layers.png
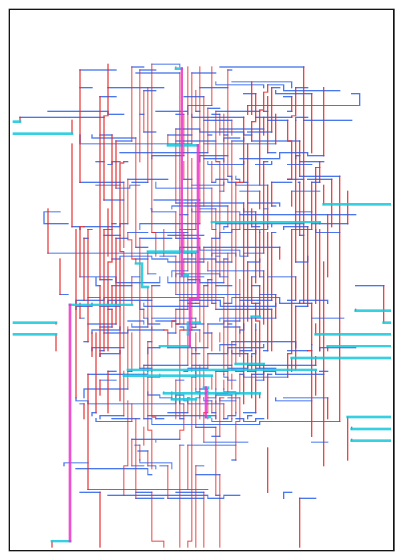
m3.png
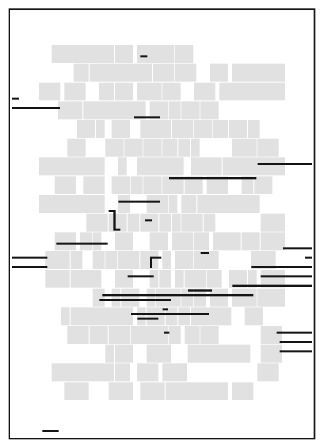
clock_wires.png
Scale bar: 10 microns.
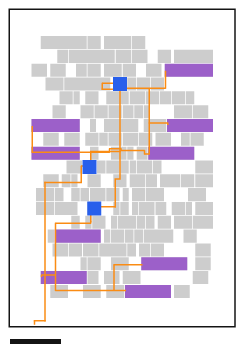
route_heat.png
Scale bar: 10 microns. 9 x 12 tiles, from white (low) to dark blue (high), scaled to the fullest tile. Values are wire area over tile area, all layers added.
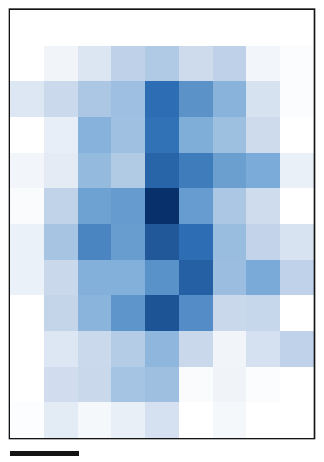
<file path="config.mk">
export PLATFORM = sky130hd
export DESIGN_NAME = mod_counter_flat
export DESIGN_NICKNAME = d
export VERILOG_FILES = /design/src/rtl/mod_counter_if.sv /design/src/rtl/mod_counter.sv /design/src/flat_wrapper.sv
export SDC_FILE = /design/constraint.sdc
export NUM_CORES = 1
export LEC_CHECK = 0
export CORE_ASPECT_RATIO = 1.5
export CORE_MARGIN = 4
export CORE_UTILIZATION = 43
export CTS_CLUSTER_DIAMETER = 50
export CTS_CLUSTER_SIZE = 20
export DETAILED_ROUTE_END_ITERATION = 7
export HOLD_SLACK_MARGIN = 0.06
export PLACE_DENSITY = 0.74
export SLEW_MARGIN = 25
export SYNTH_ARGS = -nofsm -noshare
export SYNTH_HDL_FRONTEND = slang
export SYNTH_SLANG_ARGS = --single-unit
</file>
<file path="constraint.sdc">
create_clock -name clk -period 1.5 [get_ports clk]
set_input_delay 0.375 -clock clk [delete_from_list [all_inputs] [get_ports clk]]
set_output_delay 0.375 -clock clk [all_outputs]
set_load 0.02 [all_outputs]
</file>
<file path="src/rtl/mod_counter_if.sv">
`default_nettype none
// ============================================================================
// Module   : mod_counter_if
// Brief    : Control/status bundle for the modulo counter. The master drives
//            the count controls; the slave (counter) returns its state.
// Revision : 1.0 - initial release
// ============================================================================
interface mod_counter_if #(
  parameter int WIDTH = 7
);
  logic             en;
  logic             up;
  logic             load;
  logic [WIDTH-1:0] load_val;
  logic             clr_ovf;
  logic [WIDTH-1:0] q;
  logic             tc;
  logic             ovf;

  modport master (
    output en, up, load, load_val, clr_ovf,
    input  q, tc, ovf
  );

  modport slave (
    input  en, up, load, load_val, clr_ovf,
    output q, tc, ovf
  );
endinterface
`default_nettype wire

</file>
<file path="src/rtl/mod_counter.sv">
`default_nettype none
// ============================================================================
// Module   : mod_counter
// Brief    : Up/down modulo-MODULUS counter with clamped synchronous load,
//            wrap or saturate at the range ends, a one-cycle terminal-count
//            pulse and a sticky overflow/underflow flag.
// Revision : 1.0 - initial release
// ============================================================================
module mod_counter #(
  parameter int WIDTH    = 7,
  parameter int MODULUS  = 100,
  parameter int SATURATE = 0
) (
  input  wire logic     clk,
  input  wire logic     reset,
  mod_counter_if.slave  bus
);

  // Reject a modulus that is below 2 or not representable in WIDTH bits.
  localparam longint c_span = longint'(1) << WIDTH;

  generate
    if ((MODULUS < 2) || (longint'(MODULUS) > c_span)) begin : g_bad_modulus
      $error("mod_counter: MODULUS must satisfy 2 <= MODULUS <= 2**WIDTH");
    end
  endgenerate

  localparam int unsigned      c_mod  = MODULUS;
  localparam logic [WIDTH-1:0] c_max  = WIDTH'(MODULUS - 1);
  localparam logic [WIDTH-1:0] c_zero = '0;
  localparam logic [WIDTH-1:0] c_one  = WIDTH'(1);

  logic [WIDTH-1:0] r_q;
  logic             r_tc;
  logic             r_ovf;

  logic [WIDTH-1:0] w_next_q;
  logic             w_boundary;
  logic             w_next_ovf;

  // Next count: load (clamped) beats enable; ends of the range are boundary events.
  always_comb begin
    w_next_q   = r_q;
    w_boundary = 1'b0;
    if (bus.load) begin
      // Widen before comparing so a modulus of 2**WIDTH still compares correctly.
      if (32'(bus.load_val) < c_mod) begin
        w_next_q = bus.load_val;
      end else begin
        w_next_q = c_max;
      end
    end else if (bus.en) begin
      if (bus.up) begin
        if (r_q == c_max) begin
          w_boundary = 1'b1;
          w_next_q   = (SATURATE != 0) ? c_max : c_zero;
        end else begin
          w_next_q = r_q + c_one;
        end
      end else begin
        if (r_q == c_zero) begin
          w_boundary = 1'b1;
          w_next_q   = (SATURATE != 0) ? c_zero : c_max;
        end else begin
          w_next_q = r_q - c_one;
        end
      end
    end
  end

  // Sticky flag: a boundary event in the same cycle overrides a clear request.
  always_comb begin
    w_next_ovf = r_ovf;
    if (w_boundary) begin
      w_next_ovf = 1'b1;
    end else if (bus.clr_ovf) begin
      w_next_ovf = 1'b0;
    end
  end

  // State registers; reset forces everything to zero immediately.
  always_ff @(posedge clk or negedge reset) begin
    if (!reset) begin
      r_q   <= '0;
      r_tc  <= 1'b0;
      r_ovf <= 1'b0;
    end else begin
      r_q   <= w_next_q;
      r_tc  <= w_boundary;
      r_ovf <= w_next_ovf;
    end
  end

  assign bus.q   = r_q;
  assign bus.tc  = r_tc;
  assign bus.ovf = r_ovf;

endmodule
`default_nettype wire

</file>
<file path="src/flat_wrapper.sv">
// flat-port wrapper written by rule: the top's interface ports become plain ports
module mod_counter_flat 
#(
  parameter int WIDTH    = 7,
  parameter int MODULUS  = 100,
  parameter int SATURATE = 0
)
  (clk, reset, bus_en, bus_up, bus_load, bus_load_val, bus_clr_ovf, bus_q, bus_tc, bus_ovf);
  mod_counter_if #(.WIDTH(WIDTH)) bus_i ();
  input  wire logic clk;
  input  wire logic reset;
  input wire logic [$bits(bus_i.en)-1:0] bus_en;
  input wire logic [$bits(bus_i.up)-1:0] bus_up;
  input wire logic [$bits(bus_i.load)-1:0] bus_load;
  input wire logic [$bits(bus_i.load_val)-1:0] bus_load_val;
  input wire logic [$bits(bus_i.clr_ovf)-1:0] bus_clr_ovf;
  output wire logic [$bits(bus_i.q)-1:0] bus_q;
  output wire logic [$bits(bus_i.tc)-1:0] bus_tc;
  output wire logic [$bits(bus_i.ovf)-1:0] bus_ovf;
  assign bus_i.en = bus_en;
  assign bus_i.up = bus_up;
  assign bus_i.load = bus_load;
  assign bus_i.load_val = bus_load_val;
  assign bus_i.clr_ovf = bus_clr_ovf;
  assign bus_q = bus_i.q;
  assign bus_tc = bus_i.tc;
  assign bus_ovf = bus_i.ovf;
  mod_counter #(.WIDTH(WIDTH), .MODULUS(MODULUS), .SATURATE(SATURATE)) u_core (.clk(clk), .reset(reset), .bus(bus_i));
endmodule
</file>
==> flow_summary.toml <==
# physical design summary
[final_layout]
logic_area_sq_um = 644
num-fill-cells = 130
seq_area_sq_um = 229
finalNetCount = 161
drive_above_1_share_pct = 36.8
insertedDiodeCount = 0

[pwr]
irDropWorstVdd_mv = 0.438
power.density_mw_per_mm2 = 756
p_leak_nw = 0.550

[synthesis]
yosys_warnings = 0
postSynthSeqShare_pct = 26.8
async_flop_share_pct = 100
ys_chip_area_sq_um = 841
synthesis.nets = 116
synth-edff-count = 0
ys_ff = 9

[final_timing]
setup_viol = 2
rsz0062_at_grt = "yes"
setup_ws_ns = -0.0353
tightest_slew_ns = 0.478
max_freq_ghz = 0.651
slew_headroom_pct = 68.1
final_max_slew_viol_count = 0

[run_status]
outcome = "finished, violations left"
violations = "setup timing"

[min_path]
min_path_type = "primary input to async pin"

[detailed_routing]
routed-via-count = 988
wl_per_cell_microns = 16.8
drtPass1Iterations = 4

[clocking]
clk_pin_slew_ns = 0.07
clockRootBuffer = "clkbuf_4"
cts_buffers = 3

[setup_path]
path_class = "register to register"
arrival_ns = 1.70
slowest_stage = "dfrtp_2"
crit_chain = "inv_4, ha_4, or2_4, a31oi_4, a41oi_1, a221o_1"
crit_fanout = 4

[global_routing]
antenna_found_initial = 0
met2_usage_pct = 34.7
overflow = 0
grtUsageMet1_pct = 25.8

[floorplan]
rows = 19
chip_area_sq_mm = 0.00274

[place]
gp_congestion = 0.927
## Picture notes: layers.png
Key: red = M2 [wire length 1,480 microns]; magenta = M4 [wire length 78.4 microns]; blue = M1 [wire length 1,060 microns]; cyan = M3 [wire length 162 microns]

## Picture notes: m3.png
26 nets have wire on it. The wires run mostly horizontal. The layer holds 5.9% of the routed length. The longest straight run is 21.6 microns.

## Picture notes: clock_wires.png
Key: purple = flip-flops [count 9]; orange = clock wires [length 198 microns]; blue = clock-net drivers [count 3]
There are 4 routed clock nets.

## Picture notes: route_heat.png
The fullest tile reaches 0.61. 23% of the tiles are nearly empty. The mean over all tiles is 0.16.

-- power by group --
part	internal [mW]	total, mW	switching (mW)
Combinational	0.250	0.499	0.249
Sequential	0.268	0.310	0.0423
Clock	0.103	0.210	0.107
-- logic make-up (layout without fill, tap and decap cells) --
logic type	after synthesis	in the layout	synth area share, %
buffers and inverters	12	56	7.59
adder cells (fa/ha/maj)	3	3	4.46
flip-flops	9	9	26.8
AND-OR/OR-AND	34	34	27.8
AND/OR/NAND/NOR	40	40	31.3
XOR/XNOR	2	2	2.08
-- state kept, by name (all words and copies together) (netlist names) --
| register | flops |
|---|---|
| u_core.bus.q | 7 |
| u_core.bus.ovf | 1 |
| u_core.bus.tc | 1 |
-- stage by stage --
stage          instance area (sq um)  TNS [ns]  setup WS, ns  total power, mW  utilization [%]
6_report                        1350   -0.0393       -0.0353             1.02             72.7
5_1_grt                         1350    -0.309       -0.0902             1.07             72.7
4_1_cts                         1300         0       0.00110            0.980             70.2
3_5_place_dp                    1250     -2.98        -0.407            0.774             67.4
3_3_place_gp                    1250     -2.63        -0.361            0.762             67.4
2_1_floorplan                    881    -0.144       -0.0578            0.564                -
-- area by class of cell --
cell class	count	share of cell area [%]
sequential	9	17.0
tap	21	1.95
inverter	5	1.76
clock buffer	4	1.95
multi-input combinational	79	47.8
timing repair buffer	47	29.6
-- what timing repair did --
action,in CTS,in global routing
setup endpoints to repair,17,8
pin swaps,6,4
setup buffers,2,1
hold buffers,0,0
resized,17,7
-- worst paths after layout --
path	endpoint	from	slack, ns	cells past startpoint
worst max-delay path	u_core.bus.q[6]	u_core.bus.q[0]	-0.04	6
worst min-delay path	u_core.bus.q[1]	reset	0.42	1
worst max register to register	u_core.bus.q[6]	u_core.bus.q[0]	-0.04	6
worst min register to register	u_core.bus.ovf	u_core.bus.ovf	0.53	2
max in group asynchronous	u_core.bus.q[5]	reset	0.73	1
min in group clk	u_core.bus.ovf	u_core.bus.ovf	0.53	2
-- synthesized netlist by cell type, drive strengths merged (2+ instances only) --
cell type	n	share of area [%]
nand2	2	0.89
or2	2	1.5
and4	2	2.1
o21ai	5	3.0
nor2b	2	1.5
buf	6	4.9
inv	5	2.2
nor4	2	2.2
nor2	10	4.5
o22a	2	2.1
ha	3	4.5
nor3	3	3.7
a41oi	2	2.1
nand2b	2	1.8
dfrtp	9	27
o211ai	3	2.7
nand3	6	3.6
a31oi	3	2.2
a21oi	10	6.0
nor3b	3	2.7
-- worst max-delay path, delay by kind of cell, from the launching register on --
kind / cells / cell delay [ns]
simple gates: 1 / 0.25
buf+inv: 1 / 0.07
flops: 1 / 0.43
fa+ha+maj: 1 / 0.17
compound gates: 3 / 0.51
-- layer usage --
| layer | vias to the layer above | wire, microns |
|---|---|---|
| li1 | 473 | - |
| met1 | 464 | 1060 |
| met2 | 42 | 1480 |
| met3 | 9 | 162 |
| met5 | - | 0 |
| met4 | 0 | 78 |
Power and IR drop assume default switching activity.
